[src/rtl/rf_wb_pkg.sv]
// Shared constants and helpers for the register-file writeback arbiter.
// Used by rf_wb_arbiter and rr_pick.
package rf_wb_pkg;

   localparam int NREQ_DEF = 3;
   localparam int AW_DEF   = 4;
   localparam int DW_DEF   = 4;

   // Widest lane and widest packed bus the lane extractor handles
   localparam int LANE_MAX = 32;
   localparam int BUS_MAX  = 256;

   // The link register is the highest-numbered register; users slice the low AW bits
   localparam logic [LANE_MAX-1:0] LINK_ADDR = '1;

   function automatic logic [LANE_MAX-1:0] get_lane(input logic [BUS_MAX-1:0] bus,
                                                     input int idx,
                                                     input int w);
      logic [LANE_MAX-1:0] mask;
      mask = (w >= LANE_MAX) ? '1 : ((LANE_MAX'(1) << w) - LANE_MAX'(1));
      return LANE_MAX'(bus >> (idx * w)) & mask;
   endfunction

endpackage

[src/rtl/rr_pick.sv]
// Combinational round-robin picker: first set bit of vld at or after ptr,
// wrapping modulo NREQ. Holds no state.
module rr_pick #(
   parameter int NREQ = 3,
   parameter int PW   = $clog2(NREQ)
) (
   input  logic [NREQ-1:0] vld,
   input  logic [PW-1:0]   ptr,
   output logic [NREQ-1:0] grant,
   output logic [PW-1:0]   idx,
   output logic            any
);

   int j;

   // NOTE: every output and temporary gets a default before the loop, so no
   // path leaves a value unassigned and no latch is inferred.
   always_comb begin
      grant = '0;
      idx   = '0;
      any   = 1'b0;
      j     = 0;
      for (int k = 0; k < NREQ; k++) begin
         j = int'(ptr) + k;
         if (j >= NREQ) j = j - NREQ;
         if (!any && vld[j]) begin
            any      = 1'b1;
            grant[j] = 1'b1;
            idx      = PW'(j);
         end
      end
   end

endmodule

[src/rtl/rf_wb_arbiter.sv]
// Register-file writeback arbiter: one-entry buffer per requester, round-robin
// issue, link (save-PC) priority. Optional macro RF_WB_ZERO_DISCARD_EN drops writes to r0.
module rf_wb_arbiter
   import rf_wb_pkg::*;
#(
   parameter int NREQ = NREQ_DEF,
   parameter int AW   = AW_DEF,
   parameter int DW   = DW_DEF
) (
   input  logic              clk,
   input  logic              rst_n,
   input  logic [NREQ-1:0]   req_valid,
   output logic [NREQ-1:0]   req_ready,
   input  logic [NREQ*AW-1:0] req_addr,
   input  logic [NREQ*DW-1:0] req_data,
   input  logic              link_req,
   input  logic [31:0]       link_pc,
   output logic              rf_we,
   output logic [AW-1:0]     rf_wa,
   output logic [DW-1:0]     rf_wd,
   output logic              rf_save_pc,
   output logic [31:0]       rf_pc,
   input  logic [AW-1:0]     q_addr,
   output logic              q_hit,
   output logic              idle
);

   localparam int PW = $clog2(NREQ);
   localparam logic [AW-1:0] LINK_A = LINK_ADDR[AW-1:0];

   logic [NREQ-1:0] r_buf_vld;
   logic [AW-1:0]   r_buf_addr [NREQ];
   logic [DW-1:0]   r_buf_data [NREQ];
   logic            r_link_pend;
   logic [31:0]     r_link_pc;
   logic [PW-1:0]   r_rr_ptr;

   logic [NREQ-1:0] w_pick_grant;
   logic [NREQ-1:0] w_grant;
   logic [NREQ-1:0] w_store;
   logic [PW-1:0]   w_pick_idx;
   logic            w_pick_any;
   logic            w_issue;
   logic [AW-1:0]   w_lane_addr [NREQ];
   logic [DW-1:0]   w_lane_data [NREQ];

   rr_pick #(.NREQ(NREQ), .PW(PW)) u_pick (
      .vld   (r_buf_vld),
      .ptr   (r_rr_ptr),
      .grant (w_pick_grant),
      .idx   (w_pick_idx),
      .any   (w_pick_any)
   );

   // A pending link save owns the issue slot, so no buffer is granted that cycle
   assign w_issue   = w_pick_any & ~r_link_pend;
   assign w_grant   = w_issue ? w_pick_grant : '0;
   assign req_ready = ~r_buf_vld | w_grant;

   // NOTE: combinational logic uses blocking '=' so later statements see the
   // updated value; clocked state below uses non-blocking '<=' only.
   always_comb begin
      for (int i = 0; i < NREQ; i++) begin
         w_lane_addr[i] = AW'(get_lane(BUS_MAX'(req_addr), i, AW));
         w_lane_data[i] = DW'(get_lane(BUS_MAX'(req_data), i, DW));
         w_store[i]     = req_valid[i] & req_ready[i];
`ifdef RF_WB_ZERO_DISCARD_EN
         if (w_lane_addr[i] == '0) w_store[i] = 1'b0;
`endif
      end
   end

   always_ff @(posedge clk or negedge rst_n) begin
      if (!rst_n) begin
         r_buf_vld <= '0;
      end else begin
         for (int i = 0; i < NREQ; i++) begin
            if (w_store[i])      r_buf_vld[i] <= 1'b1;
            else if (w_grant[i]) r_buf_vld[i] <= 1'b0;
         end
      end
   end

   // NOTE: buffer payload has no reset; r_buf_vld qualifies it, so stale
   // contents after reset are never observed.
   always_ff @(posedge clk) begin
      for (int i = 0; i < NREQ; i++) begin
         if (w_store[i]) begin
            r_buf_addr[i] <= w_lane_addr[i];
            r_buf_data[i] <= w_lane_data[i];
         end
      end
   end

   always_ff @(posedge clk or negedge rst_n) begin
      if (!rst_n) begin
         r_link_pend <= 1'b0;
         r_link_pc   <= '0;
         r_rr_ptr    <= '0;
         rf_we       <= 1'b0;
         rf_wa       <= '0;
         rf_wd       <= '0;
         rf_save_pc  <= 1'b0;
         rf_pc       <= '0;
      end else begin
         // A new link request wins over clearing, so a save arriving as the
         // previous one issues becomes pending for the next cycle
         if (link_req) begin
            r_link_pend <= 1'b1;
            r_link_pc   <= link_pc;
         end else if (r_link_pend) begin
            r_link_pend <= 1'b0;
         end

         rf_save_pc <= r_link_pend;
         if (r_link_pend) rf_pc <= r_link_pc;

         rf_we <= w_issue;
         if (w_issue) begin
            rf_wa    <= r_buf_addr[w_pick_idx];
            rf_wd    <= r_buf_data[w_pick_idx];
            r_rr_ptr <= (w_pick_idx == PW'(NREQ - 1)) ? '0 : w_pick_idx + 1'b1;
         end
      end
   end

   always_comb begin
      q_hit = 1'b0;
      for (int i = 0; i < NREQ; i++) begin
         if (r_buf_vld[i] && (r_buf_addr[i] == q_addr)) q_hit = 1'b1;
      end
      if (rf_we && (rf_wa == q_addr)) q_hit = 1'b1;
      if ((r_link_pend || rf_save_pc) && (q_addr == LINK_A)) q_hit = 1'b1;
   end

   assign idle = ~|r_buf_vld & ~r_link_pend & ~rf_we & ~rf_save_pc;

endmodule

[config.mk]
export PLATFORM = sky130hd
export DESIGN_NAME = rf_wb_arbiter
export DESIGN_NICKNAME = d
export VERILOG_FILES = /design/src/rtl/rf_wb_pkg.sv /design/src/rtl/rr_pick.sv /design/src/rtl/rf_wb_arbiter.sv
export SDC_FILE = /design/constraint.sdc
export NUM_CORES = 1
export LEC_CHECK = 0
export CAP_MARGIN = 10
export CORE_ASPECT_RATIO = 1.1
export CORE_MARGIN = 2
export CORE_UTILIZATION = 40
export CTS_CLUSTER_SIZE = 30
export DETAILED_ROUTE_END_ITERATION = 16
export GPL_TIMING_DRIVEN = 0
export PLACE_DENSITY = 0.7
export RECOVER_POWER = 50
export SYNTH_ARGS = -nofsm -noshare
export SYNTH_HDL_FRONTEND = slang
export SYNTH_SLANG_ARGS = --single-unit
[constraint.sdc]
create_clock -name clk -period 2.2 [get_ports clk]
set_input_delay 0.22 -clock clk [delete_from_list [all_inputs] [get_ports clk]]
set_output_delay 0.22 -clock clk [all_outputs]
set_load 0.1 [all_outputs]
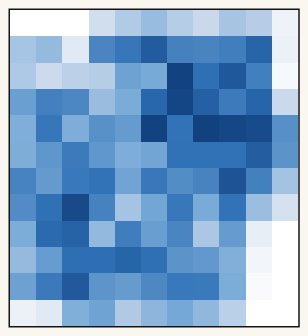
(run_1/density.png)
11 x 12 tiles, from white (low) to dark blue (high), 0 to 100% covered.
The emptiest ninth of the die: bottom right. 14% of the tiles are over 75% full. The mean over all tiles is 52%. The fullest tile reaches 93%. 6.1% of the tiles are nearly empty.

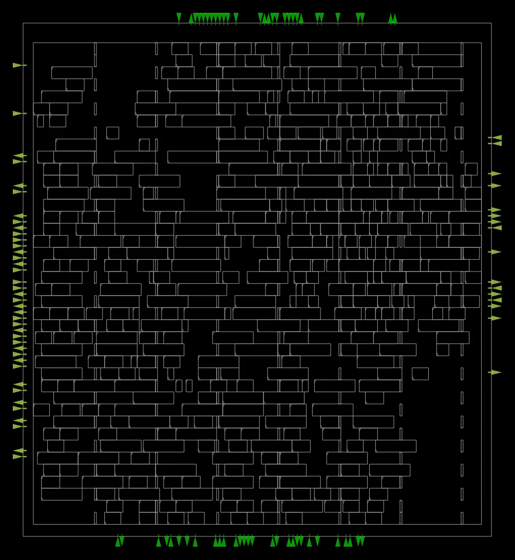
(run_1/final_placement.png)
fin cells: 618
sequential cell count: 104
Util after Layout: 0.5988
n_taps: 147
CORE AREA: 0.01101 sq mm

==> results_slide.txt, run 1 <==
Physical Implementation Snapshot

Floorplanning
  • Initial Util: 0.4139
  • Chip Area: approximately 0.012 sq mm
  • Num ports: about 110
  • Placement Rows: about 40
  • Die Span X: 105.8 um
  • Die H: 115.9 um

Clock network
  • H-tree lvl count: 3
  • Setup Fix Bufs, Post-CTS: 13
  • Root buffer cell: clkbuf_16
  • TritonCTS Buffers: 9
  • CTS tree: done
  • Reg clk slew, reported paths: roughly 0.070 ns
  • Sink Count: roughly 100
  • PostCTS Resize Cnt: 59
  • Post-CTS Hold Buffers: 1
  • Clk_lat worst skew: 0.34 ns
  • Clock Path Buffers: 2

Logic synthesis
  • Post-synth EDFFs: 24
  • Area leader share: 0.4393
  • Synth Seq Share: 0.5975
  • Commonest flop: dfrtp_1
  • Commonest cells in the netlist: 80 x dfrtp_1, 74 x mux2_2, 24 x edfxtp_1, 14 x inv_1, 12 x xor2_1
  • Count leader, synth: dfrtp_1
  • Synth area leader: dfrtp_1
  • Synth area leaders: dfrtp_1 44%, mux2_2 18%, edfxtp_1 16%
  • Synthesis-stage register bit count: 104
  • Synthesized area per cell: 14.06 sq um
  • Distinct lib cells: 45
  • Ys cells: 324
  • Post-Syn Area: about 0.0046 sq mm
  • Area reported by Yosys stat: between 0.004 and 0.005 sq mm
  • Post-Syn Instances: 324
  • Yosys warns: 0
  • FFs w/ async S/R, synth: 0.7692
  • Syn Nets: 394

Global route
  • Vias in the first global route: 3323
  • All-layer global routing usage: 0.1752
  • Met2 global-route usage: 0.2882
  • Initial antenna violation count: 3
  • Global-route wire length before repair: 16520 um
  • Pin count of the biggest net entering global routing: 65
  • GRT overflow: 0
  • Most used routing layer: met2
  • Met1 usage: 0.2125
  • GR Util met3: 0.06355

Final layout
  • Layout cells sized above 1: 0.3568
  • Layout clock buffers: 11
  • Leading cell kind: sequential cells
  • Repair and plain buffers: 151
  • Comb area share: 0.2911
  • Area grow syn2layout: 44.67%
  • Commonest Layout Cell: clkdlybuf4s50_1
  • MI comb cells: about 180
  • Fill count: roughly 900
  • Final instance area: 0.006593 sq mm
  • Inverter count: 14
  • Gate Area: 0.001919 sq mm
  • Layout non-clock buf frac: 0.2164
  • Dominant logic cell types in the final layout: 77 x clkdlybuf4s50_1, 73 x dfrtp_1, 71 x mux2_2, 26 x dlygate4sd3_1, 24 x edfxtp_1
  • Final nets: ~530
  • Clock-cell share: 0.04118
  • Diodes inserted: 3

Power
  • P_leak: roughly 2.6 nW
  • PD cells: 1469 mW/mm^2
  • Logic pwr share: 0.572
  • Clock Power Share: 0.153
  • Net Sw Frac: 0.4474
  • Sequential share of power: 0.275
  • Tot Pwr: a little under 10 mW
  • P_sw: 4.334 mW
  • Pint: 5.353 mW
  • VDD IR max: 0.001241 V

Job
  • Log Warnings: 32
  • Max Cap Viol: 0

Timing
  • Worst-margin pin slew: 1.050 ns
  • Worst setup margin: -0.2125 ns
  • Final setup TNS: -3.367 ns
  • Setup Skew: ~0.0095 ns
  • Max frequency: 0.4145 GHz
  • Relative max-transition margin: 0.3003
  • RSZ-0062 raised after global routing: true
  • Final period utilization: 1.097
  • Tmin final: 2.412 ns
  • Hold slack: 0.3764 ns
  • Final Max Slew Viols: 0
  • Final Hold Vio Count: 0
  • Setup Viol. Count Final: 28

Placement
  • Detailed Place HPWL: between 7000 and 8000 um
  • Dpl cells: 580
  • Setup WS pre-CTS: -1.040 ns
  • Placed instance area: 0.005995 sq mm
  • GPL Wtd Cong: roughly 0.85
  • PortBufs: 108

Critical path
  • Reg-to-Reg End: r_buf_data[0][3]
  • RR Startpoint: r_rr_ptr[1]
  • Kind of critical path: reg -> out
  • Startpoint class of the critical path: flop
  • Reg2reg path depth: 8
  • CP Capture Type: output port
  • CP Data Required Time: 1.98 ns
  • Maximum net fanout on the critical path: 6
  • Worst R2R Setup Slack: -0.14 ns
  • Arr. time, crit path: 2.19 ns

Route
  • M1 wire length: 4338 um
  • First-pass DRT Iterations: 4
  • Met3 WL: 747 um
  • Wire length on met2: ~5200 um
  • Iter 0 DRT Violations: 121
  • Remaining DRCs: 0
  • Vias per Instance: 5.102
  • DR vias: 3153
  • Highest metal used: met4
  • Post-DRT Antenna Nets: 0
  • DR WL/cell: 16.99 um
  • Post-Route WL: 10500 um

Hold path
  • Worst Min Path Start: r_link_pend
  • Worst min path class: reg -> reg
  • Hold endpoint: rf_save_pc
  • Worst Hold Depth: 0

Run status
  • Status: finished with violations
  • Failing checks: negative setup slack
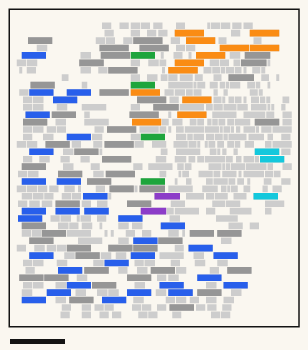
(run_1/registers.png)
Bar = 20 um. Other sequential cells in the stronger grey, the rest of the logic in the fainter grey.
Key: orange = `r_buf_addr` [sequential cells 12]; cyan = `r_buf_vld` [sequential cells 3]; green = `rf_wd` [sequential cells 4]; purple = `r_rr_ptr` [sequential cells 2]; blue = `r_link_pc` [sequential cells 32]
Seq power: 2.67 mW
register area: 0.002731 sq mm
flop share of the area: 0.4143

run 1: sequential cells by signal, summed over array words and instances, names as in the netlist, 2 cells and up:
name and cells:
r_buf_addr 12, r_buf_data 12, r_buf_vld 3, r_link_pc 32, r_rr_ptr 2, rf_pc 32
rf_wa 4, rf_wd 4
run 1: power by group through the flow:
stage          logic, mW  registers [mW]  clock network, mW
2_1_floorplan       2.41            3.82                  0
3_3_place_gp        4.57            2.66                  0
3_5_place_dp        4.63            2.68                  0
4_1_cts             5.22            2.67               1.51
5_1_grt             5.80            2.72               1.61
6_report            5.54            2.67               1.48
run 1: worst max-delay path by stage:
stage / from / to / slack (ns) / cells after the start
floorplan: r_rr_ptr[0] / r_buf_addr[0][0] / -0.79 / 9
global placement: rst_n / rf_save_pc / -2.18 / 1
detailed placement: r_rr_ptr[0] / req_ready[1] / -1.04 / 9
CTS: r_rr_ptr[1] / req_ready[0] / -0.26 / 8
global route: r_rr_ptr[1] / req_ready[0] / -0.30 / 8
finish: r_rr_ptr[1] / req_ready[0] / -0.21 / 7
run 1: critical path, stage by stage, from the launching register on:
cell and delay, ns:
dfrtp_2 0.44, inv_2 0.09, ha_4 0.19, mux2_4 0.33, o31ai_4 0.22, a221oi_2 0.12
o31ai_4 0.25, buf_12 0.21
run 1: cells by family (layout without fill, tap and decap cells):
| logic type | after synthesis | after routing | synth area share |
|---|---|---|---|
| AND-OR/OR-AND | 44 | 45 | 0.08128 |
| XOR/XNOR | 16 | 16 | 0.03075 |
| adder cells (fa/ha/maj) | 4 | 4 | 0.01098 |
| other | 0 | 3 | 0 |
| multiplexers | 78 | 78 | 0.1925 |
| buffers and inverters | 37 | 180 | 0.03899 |
| flip-flops | 104 | 104 | 0.5975 |
| AND/OR/NAND/NOR | 41 | 41 | 0.04805 |
## Run 2: what changed since run 1
--- a/config.mk
+++ b/config.mk
@@ -7,7 +7,7 @@
 export LEC_CHECK = 0
 export CAP_MARGIN = 10
 export CORE_ASPECT_RATIO = 1.1
-export CORE_MARGIN = 2
+export CORE_MARGIN = 3
 export CORE_UTILIZATION = 40
 export CTS_CLUSTER_SIZE = 30
 export DETAILED_ROUTE_END_ITERATION = 16
==> run 2 against run 1 <==
The run still ends with negative setup slack left. Routed wire length up 2.3%. Power barely moved. First-iteration DRC count is 12% lower. Area after synthesis unchanged. Critical path type unchanged.
==> results_slide.txt, run 2 <==
Physical Implementation Snapshot

Final layout
  • Fin cells: 622 (+0.65%)
  • Commonest Layout Cell: clkdlybuf4s50_1
  • Layout cells sized above 1: 0.3573 (+0.0004563)

Timing
  • Relative max-transition margin: 0.1220 (-0.1783)
  • Worst setup margin: -0.2319 ns (-0.01947 ns)
  • Final Hold Vio Count: 0 (unchanged)
  • Final setup TNS: -3.876 ns (-0.5090 ns)
  • Setup Viol. Count Final: 27 (-3.6%)
  • Worst-margin pin slew: 1.317 ns (+0.2674 ns)
  • Hold slack: 0.3812 ns (+0.004785 ns)
  • Setup Skew: 0.008230 ns (-0.001314 ns)

Critical path
  • Kind of critical path: reg -> out
  • CP Data Required Time: 1.98 ns (about the same)
  • Worst R2R Setup Slack: -0.16 ns (-0.02 ns)
  • Crit-path max cell delay: 0.42 ns (-0.02 ns)
  • Critical-path cell list: inv_2, ha_4, a21bo_2, a32oi_2, o21bai_4, buf_8, o31ai_4, buf_12
  • Top delay family on crit path: AND-OR/OR-AND gates
  • CP Capture Type: output port

Power
  • Logic pwr share: 0.566 (-0.006)
  • VDD IR max: 0.001335 V (+7.5%)
  • Pint: 5.339 mW (-0.27%)
  • Top power group: combinational logic
  • Clock group power: 1.54 mW (+4%)
  • Comb. pwr: 5.48 mW (-1%)
  • Seq power: 2.65 mW (about the same)

Logic synthesis
  • Post-Syn Area: 0.004557 sq mm (unchanged)
  • Yosys warns: 0 (unchanged)
  • Synth area leaders: dfrtp_1 44%, mux2_2 18%, edfxtp_1 16%
  • Synthesized area per cell: 14.06 sq um (unchanged)
  • FFs w/ async S/R, synth: 0.7692 (unchanged)
  • Area reported by Yosys stat: 0.004557 sq mm (unchanged)
  • Synth Seq Share: 0.5975 (unchanged)
  • Synth area leader: dfrtp_1
  • Post-synth EDFFs: 24 (unchanged)
  • Post-Syn Instances: 324 (unchanged)
  • Count leader, synth: dfrtp_1
  • Commonest flop: dfrtp_1
  • Synthesis-stage register bit count: 104 (unchanged)
  • Commonest cells in the netlist: 80 x dfrtp_1, 74 x mux2_2, 24 x edfxtp_1, 14 x inv_1, 12 x xor2_1

Route
  • Remaining DRCs: 0 (unchanged)
  • Iter 0 DRT Violations: 106 (-12%)
  • Post-DRT Antenna Nets: 0 (unchanged)
  • DR WL/cell: 17.27 um (+1.6%)
  • Vias per Instance: 5.045 (-1.1%)

Placement
  • PortBufs: 108 (unchanged)
  • Placed instance area: 0.005995 sq mm (unchanged)
  • Detailed Place HPWL: 7448 um (+1.8%)

Run status
  • Status: finished with violations
  • Failing checks: negative setup slack

Global route
  • All-layer global routing usage: 0.1698 (-0.005462)
  • Initial antenna violation count: 2 (-1)
  • Pin count of the biggest net entering global routing: 61 (-6.2%)
  • Met1 usage: 0.2162 (+0.003668)

Clock network
  • Root buffer cell: clkbuf_16
  • Clock Path Buffers: 2 (unchanged)
  • Clk_lat worst skew: 0.34 ns (about the same)

Floorplanning
  • Chip Area: 0.01271 sq mm (+3.6%)
  • Die H: 117.9 um (+1.7%)
  • Die Span X: 107.8 um (+1.9%)
  • Initial Util: 0.4139 (unchanged)

Job
  • Max Cap Viol: 0 (unchanged)
[run 2: netlist changes by cell type in the layout (fill, tap and decap cells not counted), moves of 2 or more]
cell      change
nand2b_4      -2
inv_8         +2
nand2b_1      +2
clkinv_4      +2
buf_4         +5
[run 2: timing repair]
action / 4_1_cts / 5_1_grt
pin swaps: 8 / 9
resized: 58 / 10
cloned: 0 / 0
hold buffers: 1 / 0
endpoints found under the hold margin: 20 / 0
buffers inserted: 15 / 11
endpoints found under the setup margin: 39 / 38
[run 2: area by class of cell]
| class | instances | area [sq um] | share of cell area |
|---|---|---|---|
| diodes | 2 | 5.005 | 0.0007586 |
| plain buffers | 20 | 146.4 | 0.02219 |
| clock buffers | 9 | 225.2 | 0.03414 |
| clock inverters | 7 | 63.81 | 0.009672 |
| inverters | 14 | 52.55 | 0.007965 |
| multi-input cells | 183 | 1872 | 0.2837 |
| flip-flops and latches | 104 | 2731 | 0.4140 |
| well taps | 147 | 183.9 | 0.02788 |
| repair buffers | 136 | 1318 | 0.1997 |
[run 2: stage by stage]
stage	worst slack [ns]	power, mW
finish	-0.2319	9.681
global route	-0.3382	10.12
CTS	-0.2639	9.440
detailed placement	-1.023	7.303
global placement	-2.153	7.233
floorplan	-0.7857	6.228
[run 2: cells by family after synthesis]
kind of cell	share of synthesized area
flops	0.5975
xor+xnor	0.03075
buf+inv	0.03899
simple gates	0.04805
mux	0.1925
fa+ha+maj	0.01098
compound gates	0.08128
[run 2: path summary, 6_finish.rpt]
kind,from,end,cells after the start
max,r_rr_ptr[1],req_ready[0],8
min,r_link_pend,rf_save_pc,0
max reg2reg,r_rr_ptr[1],rf_wd[2],9
min reg2reg,r_link_pend,rf_save_pc,0
max in group asynchronous,rst_n,rf_save_pc,3
min in group asynchronous,rst_n,r_link_pc[18],2
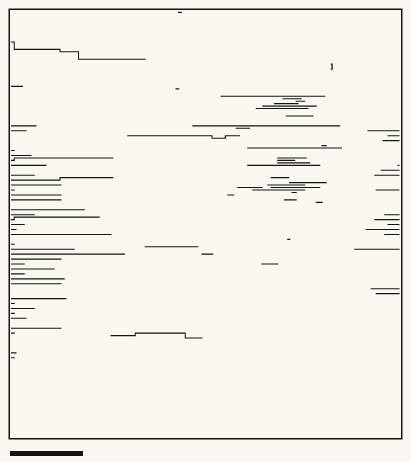
(run_2/met3.png)
Bar = 20 um.
The longest straight run is 40.5 um. The layer holds 7.8% of the routed length.

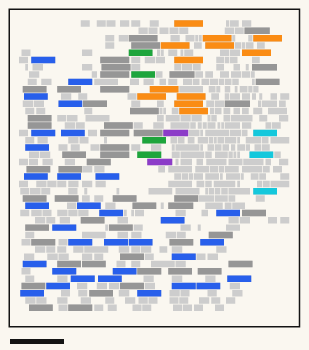
(run_2/registers.png)
Bar = 20 um. Other sequential cells in the stronger grey, the rest of the logic in the fainter grey.
Key: cyan = `r_buf_vld` [sequential cells 3]; blue = `r_link_pc` [sequential cells 32]; purple = `r_rr_ptr` [sequential cells 2]; orange = `r_buf_addr` [sequential cells 12]; green = `rf_wd` [sequential cells 4]

Power and IR drop assume default switching activity.
